**config.mk**
```make
export PLATFORM = sky130hd
export DESIGN_NAME = pipe_ctrl
export DESIGN_NICKNAME = d
export VERILOG_FILES = /design/src/rtl/pipe_ctrl_pkg.sv /design/src/rtl/pipe_ctrl_sat_counter.sv /design/src/rtl/pipe_ctrl.sv
export SDC_FILE = /design/constraint.sdc
export NUM_CORES = 1
export LEC_CHECK = 0
export CAP_MARGIN = 20
export CORE_UTILIZATION = 25
export CTS_BUF_LIST = sky130_fd_sc_hd__clkbuf_2
export DETAILED_ROUTE_END_ITERATION = 7
export MAX_ROUTING_LAYER = met4
export PLACE_DENSITY = 0.48
export SKIP_CTS_REPAIR_TIMING = 1
export SYNTH_ARGS = -nofsm -noshare
export SYNTH_HDL_FRONTEND = slang
export SYNTH_SLANG_ARGS = --single-unit
```
**constraint.sdc**
```tcl
create_clock -name clk -period 2.31 [get_ports clk]
set_input_delay 0.462 -clock clk [delete_from_list [all_inputs] [get_ports clk]]
set_output_delay 0.462 -clock clk [all_outputs]
set_load 0.05 [all_outputs]
```
**src/rtl/pipe_ctrl_pkg.sv**
```systemverilog
// Shared types for the RV32 pipeline sequencing controller.
package pipe_ctrl_pkg;

  typedef enum logic [1:0] {
    RUN        = 2'd0,
    LOAD_STALL = 2'd1,
    MEM_WAIT   = 2'd2
  } state_e;

  // Bubble instruction (addi x0,x0,0) loaded by de_flush / exe_bubble users.
  localparam logic [31:0] NOP_INSN = 32'h0000_0013;

  typedef struct packed {
    logic pc_en;
    logic de_en;
    logic exe_en;
    logic acc_en;
    logic wb_en;
    logic de_flush;
    logic exe_bubble;
    logic pc_sel;
  } ctrl_t;

endpackage

```
**src/rtl/pipe_ctrl_sat_counter.sv**
```systemverilog
// Saturating up-counter with clear; clear and reset win over increment.
module sat_counter #(
  parameter int unsigned W   = 16,
  parameter logic [W-1:0] MAX = '1
) (
  input  logic         clk,
  input  logic         rst,
  input  logic         clr,
  input  logic         inc,
  output logic [W-1:0] count
);

  always_ff @(posedge clk) begin
    if (rst || clr) begin
      count <= '0;
    end else if (inc && (count != MAX)) begin
      count <= count + W'(1);
    end
  end

endmodule

```
**src/rtl/pipe_ctrl.sv**
```systemverilog
// Pipeline sequencing controller: stage enables, bubbles, PC redirect,
// stall/flush performance counters and data-memory timeout flag.
module pipe_ctrl
  import pipe_ctrl_pkg::*;
#(
  parameter int unsigned CNT_W   = 16,
  parameter int unsigned MEM_TMO = 15
) (
  input  logic             clk,
  input  logic             rst,
  input  logic             load_use_stall,
  input  logic             branch_taken_exe,
  input  logic             imem_ready,
  input  logic             dmem_req_acc,
  input  logic             dmem_ready,
  input  logic             cnt_clr,
  output logic             pc_en,
  output logic             de_en,
  output logic             exe_en,
  output logic             acc_en,
  output logic             wb_en,
  output logic             de_flush,
  output logic             exe_bubble,
  output logic             pc_sel,
  output logic [1:0]       state,
  output logic [CNT_W-1:0] stall_cycles,
  output logic [CNT_W-1:0] flush_count,
  output logic             mem_timeout
);

  state_e           state_q;
  state_e           state_d;
  ctrl_t            ctrl;
  logic [CNT_W-1:0] wait_cnt;
  logic             in_wait;
  logic             wait_frozen;
  logic             mem_stall;
  logic             luse_eff;

  // Rule qualifiers shared by next-state and output logic.
  assign in_wait     = (state_q == MEM_WAIT);
  assign wait_frozen = in_wait && !dmem_ready;
  assign mem_stall   = !in_wait && dmem_req_acc && !dmem_ready;
  assign luse_eff    = load_use_stall && (state_q != LOAD_STALL);

  always_ff @(posedge clk) begin
    if (rst) begin
      state_q <= RUN;
    end else begin
      state_q <= state_d;
    end
  end

  // Next state; the encoding 2'd3 falls through to RUN.
  always_comb begin
    state_d = RUN;
    case (state_q)
      RUN, LOAD_STALL, MEM_WAIT: begin
        if (wait_frozen || mem_stall) begin
          state_d = MEM_WAIT;
        end else if (!branch_taken_exe && luse_eff) begin
          state_d = LOAD_STALL;
        end
      end
      default: state_d = RUN;
    endcase
  end

  // Stage controls in rule-priority order.
  always_comb begin
    ctrl = '{pc_en: 1'b1, de_en: 1'b1, exe_en: 1'b1, acc_en: 1'b1, wb_en: 1'b1,
             de_flush: 1'b0, exe_bubble: 1'b0, pc_sel: 1'b0};
    if (rst) begin
      ctrl = '{pc_en: 1'b0, de_en: 1'b0, exe_en: 1'b0, acc_en: 1'b0, wb_en: 1'b0,
               de_flush: 1'b1, exe_bubble: 1'b1, pc_sel: 1'b0};
    end else if (wait_frozen || mem_stall) begin
      ctrl.pc_en  = 1'b0;
      ctrl.de_en  = 1'b0;
      ctrl.exe_en = 1'b0;
      ctrl.acc_en = 1'b0;
      ctrl.wb_en  = 1'b0;
    end else if (branch_taken_exe) begin
      ctrl.pc_sel     = 1'b1;
      ctrl.de_flush   = 1'b1;
      ctrl.exe_bubble = 1'b1;
    end else if (luse_eff) begin
      ctrl.pc_en      = 1'b0;
      ctrl.de_en      = 1'b0;
      ctrl.exe_bubble = 1'b1;
    end else if (!imem_ready) begin
      ctrl.pc_en    = 1'b0;
      ctrl.de_flush = 1'b1;
    end
  end

  assign pc_en      = ctrl.pc_en;
  assign de_en      = ctrl.de_en;
  assign exe_en     = ctrl.exe_en;
  assign acc_en     = ctrl.acc_en;
  assign wb_en      = ctrl.wb_en;
  assign de_flush   = ctrl.de_flush;
  assign exe_bubble = ctrl.exe_bubble;
  assign pc_sel     = ctrl.pc_sel;
  assign state      = state_q;

  sat_counter #(.W(CNT_W)) u_stall_cnt (
    .clk   (clk),
    .rst   (rst),
    .clr   (cnt_clr),
    .inc   (!ctrl.pc_en),
    .count (stall_cycles)
  );

  sat_counter #(.W(CNT_W)) u_flush_cnt (
    .clk   (clk),
    .rst   (rst),
    .clr   (cnt_clr),
    .inc   (ctrl.pc_sel),
    .count (flush_count)
  );

  sat_counter #(.W(CNT_W), .MAX(CNT_W'(MEM_TMO))) u_wait_cnt (
    .clk   (clk),
    .rst   (rst),
    .clr   (mem_stall),
    .inc   (wait_frozen),
    .count (wait_cnt)
  );

  // Sticky: set on the wait cycle that brings the count to MEM_TMO.
  always_ff @(posedge clk) begin
    if (rst) begin
      mem_timeout <= 1'b0;
    end else if (wait_frozen && (wait_cnt >= CNT_W'(MEM_TMO - 1))) begin
      mem_timeout <= 1'b1;
    end
  end

endmodule

```
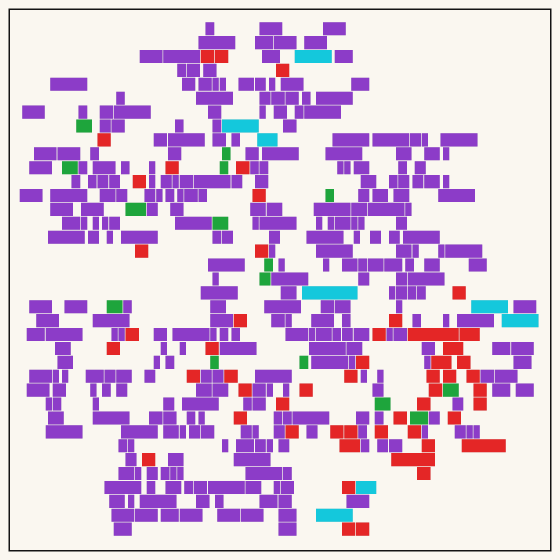
Run 1: sizing map
| size | colour | cells | share |
|---|---|---|---|
| _0 and _1 cells | purple | 331 | 81% |
| _3 and _4 cells | red | 53 | 13% |
| _2 cells | green | 15 | 3.7% |
| _6 and larger | cyan | 8 | 2.0% |

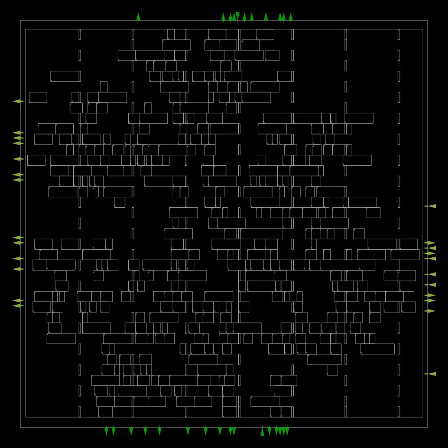
Run 1: cell placement
tapcells inserted: 136
fin util: 36.8%
Seq Cell Count: 51
Seq/total area: 27.0%
post-route non-filler standard cell count: 543

==> impl_metrics.ini, run 1 <==
; flow metrics
[pwr]
powerDensity_nw_per_um2 = 426
power.internal_mw = 1.18
pwr-share-comb_pct = 15.7
swShare_pct = 27.3

[drt]
met2_length_mm = 3.40
viasPerCell = 5.04

[logic_synthesis]
async_reset_ff_share_pct = 0
synth.logic.top_family = simple AND/OR/NAND/NOR gates
yosys.area_share.aoi_pct = 17.8
yosys_most_used_dff = dfxtp_1
ys_chip_area_um2 = 2690
synth-adder-area-share_pct = 1.86
top_cells_by_area = dfxtp_1 38%, nor2_1 5.3%, a21oi_1 4.5%, or4_1 4.2%, nand2_1 3.6%
fp_nets = 333
synth_area_um2 = 2690
top_area_share_pct = 38.0

[run_status]
failed_checks = setup timing
status = complete, but fails checks

[worst_setup_path]
critical-path-max-stage-delay_ps = 430
cpMostUsedCell = or3_4
r2r-start = state[1]
r2r-end = u_stall_cnt.count[14]
cpMaxStageDelayCell = or3_4

[clock_network]
htreeDepth = 2
cts_buffers = 5

[timing]
max-slew-margin-rel_pct = 65.5
finalSetupViolCount = 1
finalWorstSetupSlack_ps = -160

[layout]
final_area_um2 = 3810
sh_comb_area_pct = 41.3
lay_top_cells = 49 x dfxtp_1, 46 x buf_4, 36 x nor2_1

[die]
core_um2 = 10400
io_pins = 51

[flow_run]
max-cap-violations = 0
warning_count = 29

[global_route]
grtUsageMet3_pct = 2.84
track_usage_pct = 14.3

[worst_hold_path]
hold_path_end = state[0]
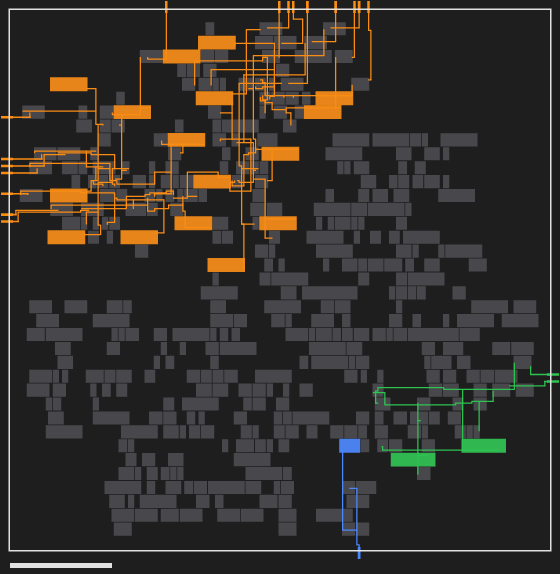
Run 1: port wiring
Scale bar: 20 um.
| port | colour | bits | direction | edge | end cells | buffers | wire |
|---|---|---|---|---|---|---|---|
| `state` | green | 2 | output | right | 2 | 3 | 135 um |
| `stall_cycles` | orange | 16 | output | 9 top, 7 left | 16 | 16 | 860 um |
| `wb_en` | blue | 1 | output | bottom | 1 | 1 | 32.0 um |

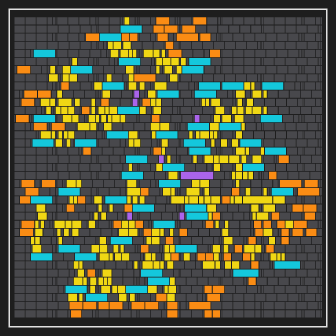
Run 1: cells coloured by class
Fill, decap, tap and diode cells in grey.
| class | colour | cells |
|---|---|---|
| remaining buffers and delay cells | orange | 94 |
| combinational and other logic | yellow | 255 |
| sequential cells | cyan | 51 |
| clock drivers and dummy loads | purple | 7 |

[run 1: synthesized netlist by cell type, types with 4 or more instances]
master,number
a211oi_1,4
a21oi_1,24
and3_1,9
and4_1,6
clkbuf_1,8
dfxtp_1,51
ha_1,4
inv_1,6
nand2_1,26
nand2b_1,5
nand3_1,16
nand4_1,14
nor2_1,38
nor4_1,8
o21ai_0,4
o311ai_0,4
o31ai_1,12
o41ai_1,5
or3_1,6
or4_1,15
xnor2_1,7
xor2_1,9
[run 1: stage by stage]
| step | power, mW | setup WS, ps |
|---|---|---|
| 2_1_floorplan | 1.05 | -54.2 |
| 3_3_place_gp | 1.16 | -391 |
| 3_5_place_dp | 1.16 | -391 |
| 4_1_cts | 1.64 | -394 |
| 5_1_grt | 1.71 | -247 |
| 6_report | 1.63 | -160 |
--- run 2 (diff from run 1) ---
--- a/config.mk
+++ b/config.mk
@@ -10,7 +10,7 @@
 export CTS_BUF_LIST = sky130_fd_sc_hd__clkbuf_2
 export DETAILED_ROUTE_END_ITERATION = 7
 export MAX_ROUTING_LAYER = met4
-export PLACE_DENSITY = 0.48
+export PLACE_DENSITY = 0.47
 export SKIP_CTS_REPAIR_TIMING = 1
 export SYNTH_ARGS = -nofsm -noshare
 export SYNTH_HDL_FRONTEND = slang
==> run 2 against run 1 <==
The flow still finishes with violations (setup timing). Register-to-register slack improved by 100 ps. Sequential cell count did not move. Combinational power fell by 6%. Final cell count fell by 1.3%. Largest power group unchanged.
==> impl_metrics.ini, run 2 <==
; flow metrics
[run_status]
status = complete, but fails checks
failed_checks = setup timing

[worst_setup_path]
r2r-end = u_flush_cnt.count[0]
r2r-start = u_flush_cnt.count[1]

[layout]
final_area_um2 = 3700
layoutNonFillerInstCount = 536
lay_top_cells = 50 x dfxtp_1, 39 x buf_4, 36 x nor2_1

[logic_synthesis]
yosys_most_used_dff = dfxtp_1
yosys.area_share.aoi_pct = 17.8
synth.logic.top_family = simple AND/OR/NAND/NOR gates
async_reset_ff_share_pct = 0
fp_nets = 333
ys_chip_area_um2 = 2690

[flow_run]
max-cap-violations = 0
warning_count = 29

[placement]
dp_worst_setup_slack_ps = -418

[global_route]
grtUsageMet3_pct = 2.78

[timing]
finalWorstSetupSlack_ps = -142
finalSetupViolCount = 1

[die]
io_pins = 51
core_um2 = 10400

[pwr]
swShare_pct = 28.5
powerDensity_nw_per_um2 = 401

[clock_network]
cts_buffers = 5
run 2: worst min-delay path: stages:
cell and delay [ps]:
dlymetal6s2s_1 110, buf_4 120, nor2_1 30, nor2_1 70, nor4_1 50
run 2: worst min-delay path by stage:
| stage | end | slack (ps) |
|---|---|---|
| 3_3_place_gp | mem_timeout | 470 |
| 2_1_floorplan | u_wait_cnt.count[15] | 480 |
| 6_report | state[0] | 440 |
| 5_1_grt | state[0] | 410 |
| 3_5_place_dp | mem_timeout | 470 |
| 4_1_cts | u_stall_cnt.count[13] | 520 |
run 2: final cells by class:
class | instances | area [um2]
fill | 1095 | 6670
clock inverter | 2 | 7.51
tap | 136 | 170
timing repair buffer | 86 | 861
clock buffer | 6 | 30.0
multi-input combinational | 248 | 1570
sequential | 51 | 1020
inverter | 7 | 33.8
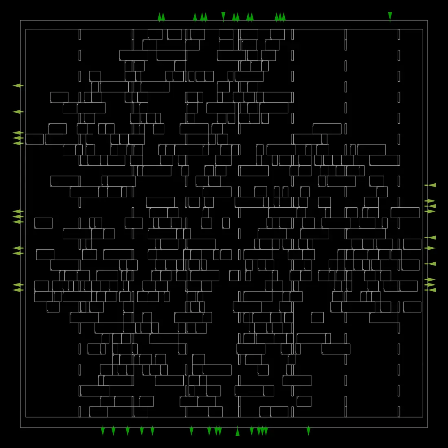
Run 2: cell placement
fillcell total: 1095
fin util: 35.7%
Std-Cell Rows: 37

--- run 3 (diff from run 2) ---
--- a/config.mk
+++ b/config.mk
@@ -6,6 +6,7 @@
 export NUM_CORES = 1
 export LEC_CHECK = 0
 export CAP_MARGIN = 20
+export CORE_MARGIN = 2
 export CORE_UTILIZATION = 25
 export CTS_BUF_LIST = sky130_fd_sc_hd__clkbuf_2
 export DETAILED_ROUTE_END_ITERATION = 7
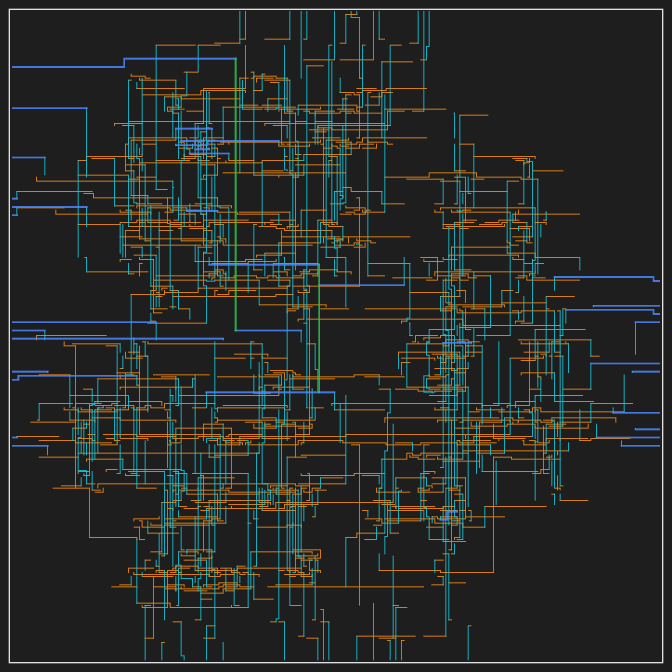
Run 3: routed metal, one colour a layer
| layer | colour | wire length |
|---|---|---|
| metal 2 | cyan | 3490 um |
| metal 3 | blue | 373 um |
| metal 4 | green | 66.0 um |
| metal 1 | orange | 3710 um |

==> run 3 against run 2 <==
The flow still finishes with violations (setup timing). Utilization grew 0.71 points. Setup slack lost 100 ps. Critical path depth grew 1. Wire length is 4.0% higher. Final cell count is 0.37% higher. Sequential share of layout area is 0.44 points lower. Register-to-register slack got worse by 30 ps. Sequential cell count is the same. Synthesized cell count stayed put. Die area rose by 3.8%. Synthesized area unchanged. Sequential power barely moved. Critical path type is now input port to output port. Largest cell class unchanged.
==> impl_metrics.ini, run 3 <==
; flow metrics
[run_status]
status = complete, but fails checks
failed_checks = setup timing

[worst_setup_path]
r2r-end = u_stall_cnt.count[7]
cp-startpoint = load_use_stall
r2r-start = state[1]
crit_chain = clkdlybuf4s50_1 -> and3b_2 -> or3_4 -> or3_4 -> inv_8 -> buf_12

[logic_synthesis]
async_reset_ff_share_pct = 0
ys_chip_area_um2 = 2690
synth_area_um2 = 2690
yosys_most_used_dff = dfxtp_1
yosysSeqAreaShare_pct = 38.0
fp_nets = 333
yosysWarnings = 0

[global_route]
grt_max_degree = 16
grtUsageMet3_pct = 3.87
grt_util_met2_pct = 21.1

[die]
die_h_um = 108
core_um2 = 10400
dieWidth_um = 108
io_pins = 51

[flow_run]
warning_count = 29
max-cap-violations = 0

[placement]
gp_congestion = 0.789
dp.cells = 526
dp_worst_setup_slack_ps = -389

[clock_network]
cts_buffers = 5

[pwr]
total_power_mw = 1.62
comb_power_mw = 0.250
powerDensity_nw_per_um2 = 429
powerSeq_mw = 0.893
swShare_pct = 27.6

[layout]
fillCellCount = 1118
logic_area_um2 = 1580
lay_top_cells = 49 x dfxtp_1, 40 x buf_4, 36 x nor2_1
fin_nets = 413
ff_latch_area_um2 = 1030
layoutNonFillerInstCount = 538
utilization_pct = 36.4

[worst_hold_path]
hold_path_end = state[0]

[drt]
dr.max_layer_used = met4
routed_wl_mm = 7.63
drt_first_iter_violations = 134

[timing]
finalSetupViolCount = 1
finalWorstSetupSlack_ps = -244
==> run 3: area by class of cell <==
cell class / instances / share of cell area (%)
clock buffers: 5 / 0.663
clock inverters: 3 / 1.03
inverters: 7 / 0.896
multi-input cells: 248 / 41.8
flip-flops and latches: 51 / 27.3
well taps: 136 / 4.51
repair buffers: 88 / 23.8
==> run 3: cells by family (layout without fill, tap and decap cells) <==
| logic type | count (synthesis) | count (layout) | share of synthesized area, % |
|---|---|---|---|
| simple gates | 156 | 156 | 31.5 |
| compound gates | 71 | 71 | 17.8 |
| flops | 51 | 51 | 38.0 |
| buf+inv | 22 | 103 | 5.22 |
| xor+xnor | 16 | 16 | 5.22 |
| fa+ha+maj | 4 | 4 | 1.86 |
| mux | 1 | 1 | 0.373 |
No activity file was given, so power comes from the tool's default toggle rates.
